File: config.mk
export PLATFORM = sky130hd
export DESIGN_NAME = lsu_bus_flat
export DESIGN_NICKNAME = d
export VERILOG_FILES = /design/src/rtl/lsu_bus_if.sv /design/src/rtl/lsu_bus.sv /design/src/flat_wrapper.sv
export SDC_FILE = /design/constraint.sdc
export NUM_CORES = 1
export LEC_CHECK = 0
export CORE_MARGIN = 1
export CORE_UTILIZATION = 40
export DETAILED_ROUTE_END_ITERATION = 6
export GPL_TIMING_DRIVEN = 1
export PLACE_DENSITY_LB_ADDON = 0.3
export SETUP_SLACK_MARGIN = 0.02
export SYNTH_ARGS = -nofsm -noshare
export SYNTH_HDL_FRONTEND = slang
export SYNTH_SLANG_ARGS = --single-unit
File: constraint.sdc
create_clock -name clk -period 4.1 [get_ports clk]
set_clock_uncertainty 0.05 [all_clocks]
set_input_delay 0.615 -clock clk [delete_from_list [all_inputs] [get_ports clk]]
set_output_delay 0.615 -clock clk [all_outputs]
set_load 0.01 [all_outputs]
File: src/rtl/lsu_bus_if.sv
// Memory-side bus between the load/store unit (master) and the memory system (slave).
interface lsu_bus_if #(
    parameter int XLEN   = 32,
    parameter int ADDR_W = 32
);
    // A request transfers on the cycle mem_valid && mem_ready are both high; the master holds
    // every request field stable until then. mem_rsp_valid/mem_rsp_err/mem_rdata carry one
    // response per accepted request, no earlier than the cycle after the request handshake.
    logic              mem_valid;
    logic              mem_ready;
    logic              mem_we;
    logic [ADDR_W-1:0] mem_addr;
    logic [XLEN-1:0]   mem_wdata;
    logic [XLEN/8-1:0] mem_wstrb;
    logic              mem_rsp_valid;
    logic              mem_rsp_err;
    logic [XLEN-1:0]   mem_rdata;

    modport master (
        output mem_valid, mem_we, mem_addr, mem_wdata, mem_wstrb,
        input  mem_ready, mem_rsp_valid, mem_rsp_err, mem_rdata
    );

    modport slave (
        input  mem_valid, mem_we, mem_addr, mem_wdata, mem_wstrb,
        output mem_ready, mem_rsp_valid, mem_rsp_err, mem_rdata
    );
endinterface

File: src/rtl/lsu_bus.sv
// Multi-cycle load/store unit: checks legality/alignment, steers store lanes, extends loads,
// and runs one valid/ready bus transaction per core request with an optional timeout.
module lsu_bus #(
    parameter int XLEN    = 32,
    parameter int ADDR_W  = 32,
    parameter int TIMEOUT = 255
) (
    input  logic              clk,
    input  logic              rst,
    input  logic              req_valid,
    output logic              req_ready,
    input  logic              req_we,
    input  logic [2:0]        req_funct3,
    input  logic [ADDR_W-1:0] req_addr,
    input  logic [XLEN-1:0]   req_wdata,
    output logic              rsp_valid,
    output logic [XLEN-1:0]   rsp_data,
    output logic [2:0]        rsp_err,
    lsu_bus_if.master         mem,
    output logic [1:0]        dbg_state
);
    localparam int NB    = XLEN / 8;
    localparam int OFF_W = $clog2(NB);
    localparam int CNT_W = (TIMEOUT < 2) ? 1 : $clog2(TIMEOUT + 1);
    localparam logic [CNT_W-1:0] TO_CNT = CNT_W'(TIMEOUT);
    localparam bit IS64 = (XLEN == 64);

    localparam logic [2:0] ERR_NONE    = 3'd0;
    localparam logic [2:0] ERR_MISALIGN = 3'd1;
    localparam logic [2:0] ERR_BUS     = 3'd2;
    localparam logic [2:0] ERR_TIMEOUT = 3'd3;
    localparam logic [2:0] ERR_FUNCT3  = 3'd4;

    typedef enum logic [1:0] {IDLE, REQ, WAIT, DONE} state_t;

    state_t            state, state_n;
    logic [CNT_W-1:0]  cnt, cnt_n;
    logic              we_q, we_n;
    logic [2:0]        f3_q, f3_n;
    logic [OFF_W-1:0]  off_q, off_n;
    logic              req_ready_n, rsp_valid_n;
    logic [XLEN-1:0]   rsp_data_n;
    logic [2:0]        rsp_err_n;
    logic              mvalid_n, mwe_n;
    logic [ADDR_W-1:0] maddr_n;
    logic [XLEN-1:0]   mwdata_n;
    logic [NB-1:0]     mwstrb_n;

    logic              legal, misaligned, timeout_hit;
    logic [XLEN-1:0]   repl_wdata, shifted, load_data;
    logic [NB-1:0]     strb_base;

    assign dbg_state   = state;
    assign timeout_hit = (TIMEOUT != 0) && (cnt == TO_CNT);
    assign shifted     = mem.mem_rdata >> {off_q, 3'b000};

    always_comb begin
        legal      = 1'b1;
        misaligned = 1'b0;
        repl_wdata = req_wdata;
        strb_base  = '0;
        if (req_we) begin
            legal = (req_funct3 <= 3'd2) || (req_funct3 == 3'd3 && IS64);
        end else begin
            case (req_funct3)
                3'd3, 3'd6: legal = IS64;
                3'd7:       legal = 1'b0;
                default:    legal = 1'b1;
            endcase
        end
        case (req_funct3[1:0])
            2'd0: begin
                repl_wdata = {NB{req_wdata[7:0]}};
                strb_base  = NB'(1);
            end
            2'd1: begin
                misaligned = req_addr[0];
                repl_wdata = {(XLEN/16){req_wdata[15:0]}};
                strb_base  = NB'(4'h3);
            end
            2'd2: begin
                misaligned = |req_addr[1:0];
                repl_wdata = {(XLEN/32){req_wdata[31:0]}};
                strb_base  = NB'(4'hF);
            end
            default: begin
                misaligned = |req_addr[2:0];
                repl_wdata = req_wdata;
                strb_base  = NB'(8'hFF);
            end
        endcase
    end

    always_comb begin
        case (f3_q)
            3'd0:    load_data = XLEN'($signed(shifted[7:0]));
            3'd1:    load_data = XLEN'($signed(shifted[15:0]));
            3'd2:    load_data = XLEN'($signed(shifted[31:0]));
            3'd4:    load_data = XLEN'(shifted[7:0]);
            3'd5:    load_data = XLEN'(shifted[15:0]);
            3'd6:    load_data = XLEN'(shifted[31:0]);
            default: load_data = shifted;
        endcase
    end

    always_comb begin
        state_n     = state;
        cnt_n       = cnt;
        we_n        = we_q;
        f3_n        = f3_q;
        off_n       = off_q;
        mvalid_n    = mem.mem_valid;
        mwe_n       = mem.mem_we;
        maddr_n     = mem.mem_addr;
        mwdata_n    = mem.mem_wdata;
        mwstrb_n    = mem.mem_wstrb;
        rsp_valid_n = 1'b0;
        rsp_data_n  = '0;
        rsp_err_n   = ERR_NONE;
        case (state)
            IDLE: begin
                if (req_valid) begin
                    we_n  = req_we;
                    f3_n  = req_funct3;
                    off_n = req_addr[OFF_W-1:0];
                    if (!legal) begin
                        state_n     = DONE;
                        rsp_valid_n = 1'b1;
                        rsp_err_n   = ERR_FUNCT3;
                    end else if (misaligned) begin
                        state_n     = DONE;
                        rsp_valid_n = 1'b1;
                        rsp_err_n   = ERR_MISALIGN;
                    end else begin
                        state_n  = REQ;
                        cnt_n    = '0;
                        mvalid_n = 1'b1;
                        mwe_n    = req_we;
                        maddr_n  = {req_addr[ADDR_W-1:OFF_W], {OFF_W{1'b0}}};
                        mwdata_n = repl_wdata;
                        mwstrb_n = req_we ? (strb_base << req_addr[OFF_W-1:0]) : '0;
                    end
                end
            end
            REQ: begin
                // Timeout wins over a handshake landing in the same cycle.
                if (timeout_hit) begin
                    state_n     = DONE;
                    mvalid_n    = 1'b0;
                    rsp_valid_n = 1'b1;
                    rsp_err_n   = ERR_TIMEOUT;
                end else begin
                    cnt_n = cnt + 1'b1;
                    if (mem.mem_ready) begin
                        state_n  = WAIT;
                        mvalid_n = 1'b0;
                    end
                end
            end
            WAIT: begin
                if (timeout_hit) begin
                    state_n     = DONE;
                    rsp_valid_n = 1'b1;
                    rsp_err_n   = ERR_TIMEOUT;
                end else if (mem.mem_rsp_valid) begin
                    state_n     = DONE;
                    rsp_valid_n = 1'b1;
                    if (mem.mem_rsp_err) rsp_err_n = ERR_BUS;
                    else if (!we_q)      rsp_data_n = load_data;
                end else begin
                    cnt_n = cnt + 1'b1;
                end
            end
            default: state_n = IDLE;
        endcase
        req_ready_n = (state_n == IDLE);
    end

    always_ff @(posedge clk or posedge rst) begin
        if (rst) begin
            state         <= IDLE;
            cnt           <= '0;
            we_q          <= 1'b0;
            f3_q          <= 3'd0;
            off_q         <= '0;
            req_ready     <= 1'b1;
            rsp_valid     <= 1'b0;
            rsp_data      <= '0;
            rsp_err       <= ERR_NONE;
            mem.mem_valid <= 1'b0;
            mem.mem_we    <= 1'b0;
            mem.mem_addr  <= '0;
            mem.mem_wdata <= '0;
            mem.mem_wstrb <= '0;
        end else begin
            state         <= state_n;
            cnt           <= cnt_n;
            we_q          <= we_n;
            f3_q          <= f3_n;
            off_q         <= off_n;
            req_ready     <= req_ready_n;
            rsp_valid     <= rsp_valid_n;
            rsp_data      <= rsp_data_n;
            rsp_err       <= rsp_err_n;
            mem.mem_valid <= mvalid_n;
            mem.mem_we    <= mwe_n;
            mem.mem_addr  <= maddr_n;
            mem.mem_wdata <= mwdata_n;
            mem.mem_wstrb <= mwstrb_n;
        end
    end
endmodule

File: src/flat_wrapper.sv
// flat-port wrapper written by rule: the top's interface ports become plain ports
module lsu_bus_flat 
#(
    parameter int XLEN    = 32,
    parameter int ADDR_W  = 32,
    parameter int TIMEOUT = 255
)
  (clk, rst, req_valid, req_ready, req_we, req_funct3, req_addr, req_wdata, rsp_valid, rsp_data, rsp_err, dbg_state, mem_mem_valid, mem_mem_we, mem_mem_addr, mem_mem_wdata, mem_mem_wstrb, mem_mem_ready, mem_mem_rsp_valid, mem_mem_rsp_err, mem_mem_rdata);
  lsu_bus_if #(.XLEN(XLEN), .ADDR_W(ADDR_W)) mem_i ();
  input  logic clk;
  input  logic rst;
  input  logic req_valid;
  output logic req_ready;
  input  logic req_we;
  input  logic [2:0] req_funct3;
  input  logic [ADDR_W-1:0] req_addr;
  input  logic [XLEN-1:0] req_wdata;
  output logic rsp_valid;
  output logic [XLEN-1:0] rsp_data;
  output logic [2:0] rsp_err;
  output logic [1:0] dbg_state;
  output wire logic [$bits(mem_i.mem_valid)-1:0] mem_mem_valid;
  output wire logic [$bits(mem_i.mem_we)-1:0] mem_mem_we;
  output wire logic [$bits(mem_i.mem_addr)-1:0] mem_mem_addr;
  output wire logic [$bits(mem_i.mem_wdata)-1:0] mem_mem_wdata;
  output wire logic [$bits(mem_i.mem_wstrb)-1:0] mem_mem_wstrb;
  input wire logic [$bits(mem_i.mem_ready)-1:0] mem_mem_ready;
  input wire logic [$bits(mem_i.mem_rsp_valid)-1:0] mem_mem_rsp_valid;
  input wire logic [$bits(mem_i.mem_rsp_err)-1:0] mem_mem_rsp_err;
  input wire logic [$bits(mem_i.mem_rdata)-1:0] mem_mem_rdata;
  assign mem_mem_valid = mem_i.mem_valid;
  assign mem_mem_we = mem_i.mem_we;
  assign mem_mem_addr = mem_i.mem_addr;
  assign mem_mem_wdata = mem_i.mem_wdata;
  assign mem_mem_wstrb = mem_i.mem_wstrb;
  assign mem_i.mem_ready = mem_mem_ready;
  assign mem_i.mem_rsp_valid = mem_mem_rsp_valid;
  assign mem_i.mem_rsp_err = mem_mem_rsp_err;
  assign mem_i.mem_rdata = mem_mem_rdata;
  lsu_bus #(.XLEN(XLEN), .ADDR_W(ADDR_W), .TIMEOUT(TIMEOUT)) u_core (.clk(clk), .rst(rst), .req_valid(req_valid), .req_ready(req_ready), .req_we(req_we), .req_funct3(req_funct3), .req_addr(req_addr), .req_wdata(req_wdata), .rsp_valid(rsp_valid), .rsp_data(rsp_data), .rsp_err(rsp_err), .mem(mem_i), .dbg_state(dbg_state));
endmodule
==> images/layer_met2.png <==
Bar = 20 um.
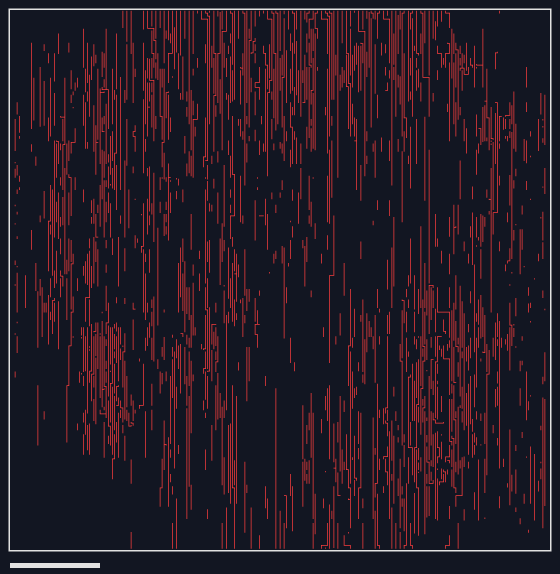
longest straight run: 38.7 um
share of all routed wire: 47%
M2 GR Usage: 36.78%
Total Routed Length: 16330 um
Via Count: 5019

==> images/layer_met4.png <==
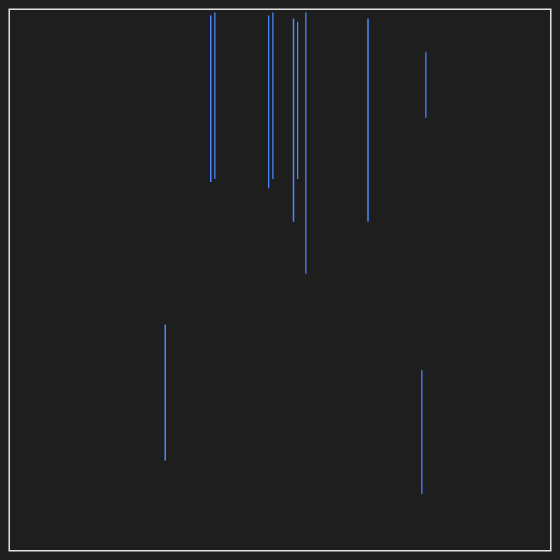
nets with wire on the layer: 9
main direction: vertical
wire length on this layer: 402 um
share of all routed wire: 2.5%

==> images/layer_met1.png <==
Cells faint in the background.
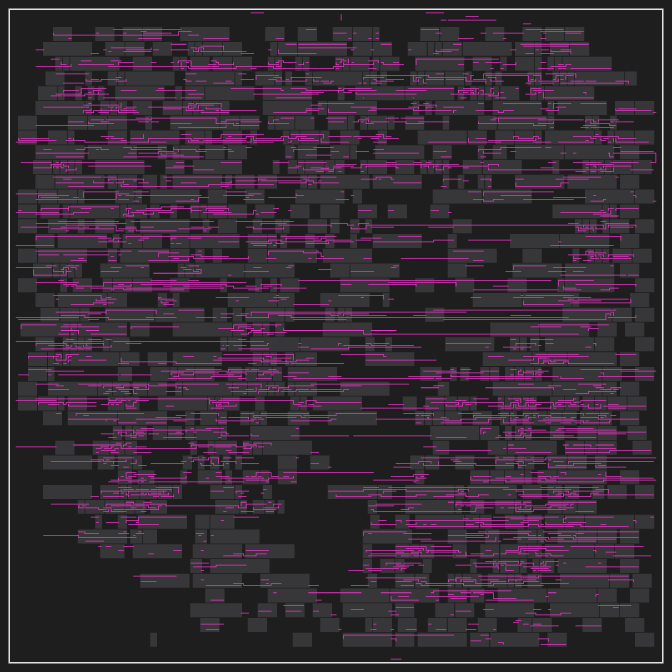
longest straight run: 51.1 um
wire length on this layer: 7020 um
main direction: horizontal
met1 track utilization from global routing: 29.62%

==> images/layer_met3.png <==
Bar = 20 um.
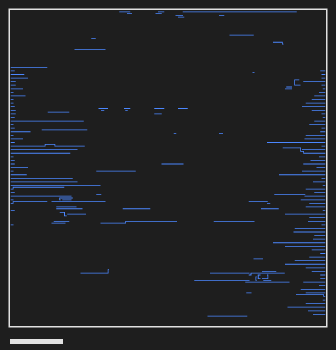
longest straight run: 43.0 um
wire length on this layer: 1180 um
GR Util met3: 6.226%

==> images/clocks.png <==
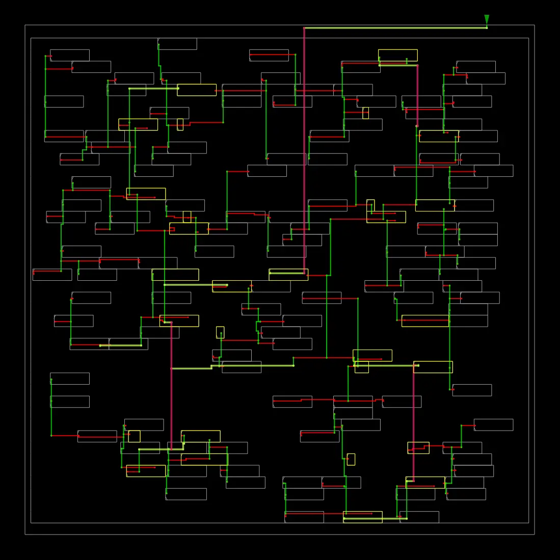
power dissipated in the clock network: 1.46 mW
flop count: 121
clock buf count: 20
worst skew pair latency: 0.41 ns

==> summary.txt <==
Physical implementation

The run finished with clean final reports. The run reported a max-capacitance violation count of 0. The relative area of clock buffers and inverters in the final design is 6.815%. The largest registers in the layout are u_core.mem.mem_wdata (32), u_core.rsp_data (32), u_core.mem.mem_addr (30). The required time at the worst-slack endpoint is 4.28 ns.

Across the whole layout, storage elements account for 3029 um^2. Summed over all combinational cells, the power is 2.29 mW. Counting the buffers created by CTS gives 17. The startpoint identified for the worst hold timing path is u_core.mem.mem_addr[12]$_DFFE_PP0P_. In the per-layer breakdown of the detailed-route log, met1 shows 7022 um. The number of cell instances on the worst register-to-register path is 6. The net switching component of the power is 1.915 mW. The shortest clock period the worst path allows after layout is 2.940 ns. In this run the critical register-to-register path is captured at u_core.rsp_data[23]$_DFF_PP0_. Buffers placed on the I/O ports in this run total 212. Non-clock buffers make up 26.34% of the layout cell area. The number of buffer and inverter stages on the critical path is 1. The kind of critical path is register to register.

The end point of the worst hold path is u_core.mem.mem_addr[12]$_DFFE_PP0P_. In this run, placement finished with an instance count of 944. Per the OpenROAD floorplan log, the width of the die is 120.0 um. In the power breakdown, the internal column shows 3.749 mW. For this run, the register share of the synthesized area comes to 54.36%. The number of antenna diodes in the final layout is 0. The detailed router reports a met2 wire length of 7721 um. The biggest slice of the total power is consumed by combinational cells. Per the synth stats, the flop cell with the highest instance count is sky130_fd_sc_hd__dfrtp_1. After Yosys synthesis, full adders, half adders and majority gates account for 1.347% of the synthesized area.

The count of cells in the finished layout, fillers not included, comes to 973. The final instance area is 8408 um^2. The total global-route track usage is 23.38%. The top achievable clock speed is 0.3401 GHz. The number of cells reported by Yosys stat comes to 591. The critical path launch point is u_core.off_q[1]$_DFFE_PP0P_. Per the detailed placement report, the placed cell area equals 7835 um^2. The total area inside the core boundary comes to 13400 um^2. The async set-reset flop share out of synthesis is 100.0%. The normalized max-slew margin is 15.34%.

The distinct cell type count of the synthesized netlist is 38. At the end of the flow, the number of nets in the layout was 899. The clock-pin slew reported for the worst setup and hold paths after clock tree synthesis is 0.05 ns.

The multi-input combinational cells in the finished layout cover a total of 2335 um^2. The largest total area in the synthesized netlist belongs to sky130_fd_sc_hd__dfrtp_1. Per the detail_route log, met3 wirelength is 1183 um. The slowest stage of the critical path is the sky130_fd_sc_hd__a21oi_1 cell.

Counting flops with a built-in enable in the synthesized netlist gives 0. The CTS tree is done. The number of gates given a new drive strength after cts is 0.

For reference, the post-synthesis area per instance comes to 9.430 um^2. The startpoint identified for the worst register-to-register timing path is u_core.off_q[1]$_DFFE_PP0P_. After layout, the worst setup slack is 1.160 ns. The synthesis run shows the most used standard cells to be 176 x sky130_fd_sc_hd__nand2_1, 120 x sky130_fd_sc_hd__dfrtp_1, 44 x sky130_fd_sc_hd__mux2i_1, 43 x sky130_fd_sc_hd__o21ai_0, 36 x sky130_fd_sc_hd__clkbuf_1. Counting only logic cells after layout, the most numerous master is sky130_fd_sc_hd__clkdlybuf4s50_1. The number of global-route vias before repair came to 5012. The cell that appears most often on the critical path is sky130_fd_sc_hd__mux2i_1.

Per the breakdown, switching nets consume 33.81% of all power. The global placer's final weighted congestion is 0.8131. The layout summary lists the proportion of cells stronger than drive strength 1 as 5.772%. The synthesis-to-finish area growth is 50.88%. The total of endpoints with negative setup slack in the final report is 0.

The area figure in the yosys stat output is 5573 um^2. The fraction of post-synthesis cell area in the top cell type by area is 53.88%. Warnings raised by the tools during the run amount to 30.

The flow reported a cell area power density of 673.7 nW/um^2. The root cell of the clock tree is sky130_fd_sc_hd__clkbuf_16. The initialized floorplan defines 42 standard-cell rows. The detailed-route DRC error count is 0.

The main area contributors are sky130_fd_sc_hd__dfrtp_1 54%, sky130_fd_sc_hd__nand2_1 12%, sky130_fd_sc_hd__mux2i_1 7.9%, sky130_fd_sc_hd__o21ai_0 3.9%, sky130_fd_sc_hd__a211oi_1 3.1%. Note, the detailed placer reported a final HPWL of 11850 um. The cell family contributing the most delay on the critical path is AND-OR/OR-AND gates. The reg-to-reg setup timing slack is 1.16 ns. The share of power burned in combinational logic is 40.5%. The critical path depth is 6.

The per-cell via count in the routed design is 5.158. The arrival time of the worst setup path is 3.12 ns. The signal on the critical path passes through buf_4 > mux2i_1 > mux2_2 > mux2i_1 > a21oi_1 > nor3_1. The first global-routing pass estimated 25500 um of wire. The launching element type of the critical path is a register. The floorplan step records an initial core utilization of 41.59%. The pin closest to its max-slew limit shows a slew of 1.270 ns. Signal nets in the final route climb as high as met4. Setup repair after global routing left no endpoint under its margin. The worst hold-check path type is register to register. After routing, the total negative slack on setup checks comes to 0 ns. The routed design shows a wire length per standard cell of 16.78 um.

Per the OpenROAD floorplan log, the height of the die is 120.0 um. The most common cell in the synthesized netlist is sky130_fd_sc_hd__nand2_1. Post-route period utilization is reported as 71.71%.

The non-clock inverter total of the final layout is 9. The number of buffers inserted by post-CTS setup repair is 0. The layout buffer count excluding clock buffers is 221. The most common logic cells in the final layout are 212 x sky130_fd_sc_hd__clkdlybuf4s50_1, 176 x sky130_fd_sc_hd__nand2_1, 120 x sky130_fd_sc_hd__dfrtp_1, 44 x sky130_fd_sc_hd__mux2i_1, 43 x sky130_fd_sc_hd__o21ai_0. The design draws 5.665 mW. The cell-mix breakdown from Yosys lists the simple-gate area share as 17.13%. The number of cells on the worst hold path is listed as 2. The delay contributed by the slowest stage of the critical path is 0.99 ns.

The class occupying the most area after layout is reported as registers. The logic share of the area is 27.77%. Looking at the power breakdown, the clock network takes 25.7% of the total. The maximum fanout count along the critical path is 19. In the final report, the number of pins over their slew limit comes to 0. Registers are responsible for 33.8% of the overall power. The H-tree was split into 4 levels. Grouping non-sequential cells by family puts the most area in simple AND/OR/NAND/NOR gates. The largest net degree at the start of global routing is 58. Hold is met by 0.4252 ns. The most utilized layer in the global route result is met2. The number of synthesis warnings is 0. The fraction of the core area covered by cells at the end of the flow is 62.75%. The AND-OR/OR-AND share of the synthesized area is 14.46%.

The cell area after synthesis is 5573 um^2. The floorplan report lists the tap cell count as 176. After technology mapping, the gate count stands at 591. The floorplan step defined a die boundary enclosing 14410 um^2.

The count of clock tree sinks is 121. In this run, the number of DRC markers left after iteration 0 of detailed routing was 325. The xor and xnor area share after synthesis is 0%. The total congestion overflow after global routing is 0. In this run the remaining antenna-violating nets after routing total 0.

According to the report, the first pass of detailed routing completed in 4 iterations.
Power is estimated from default activity; no workload was simulated.
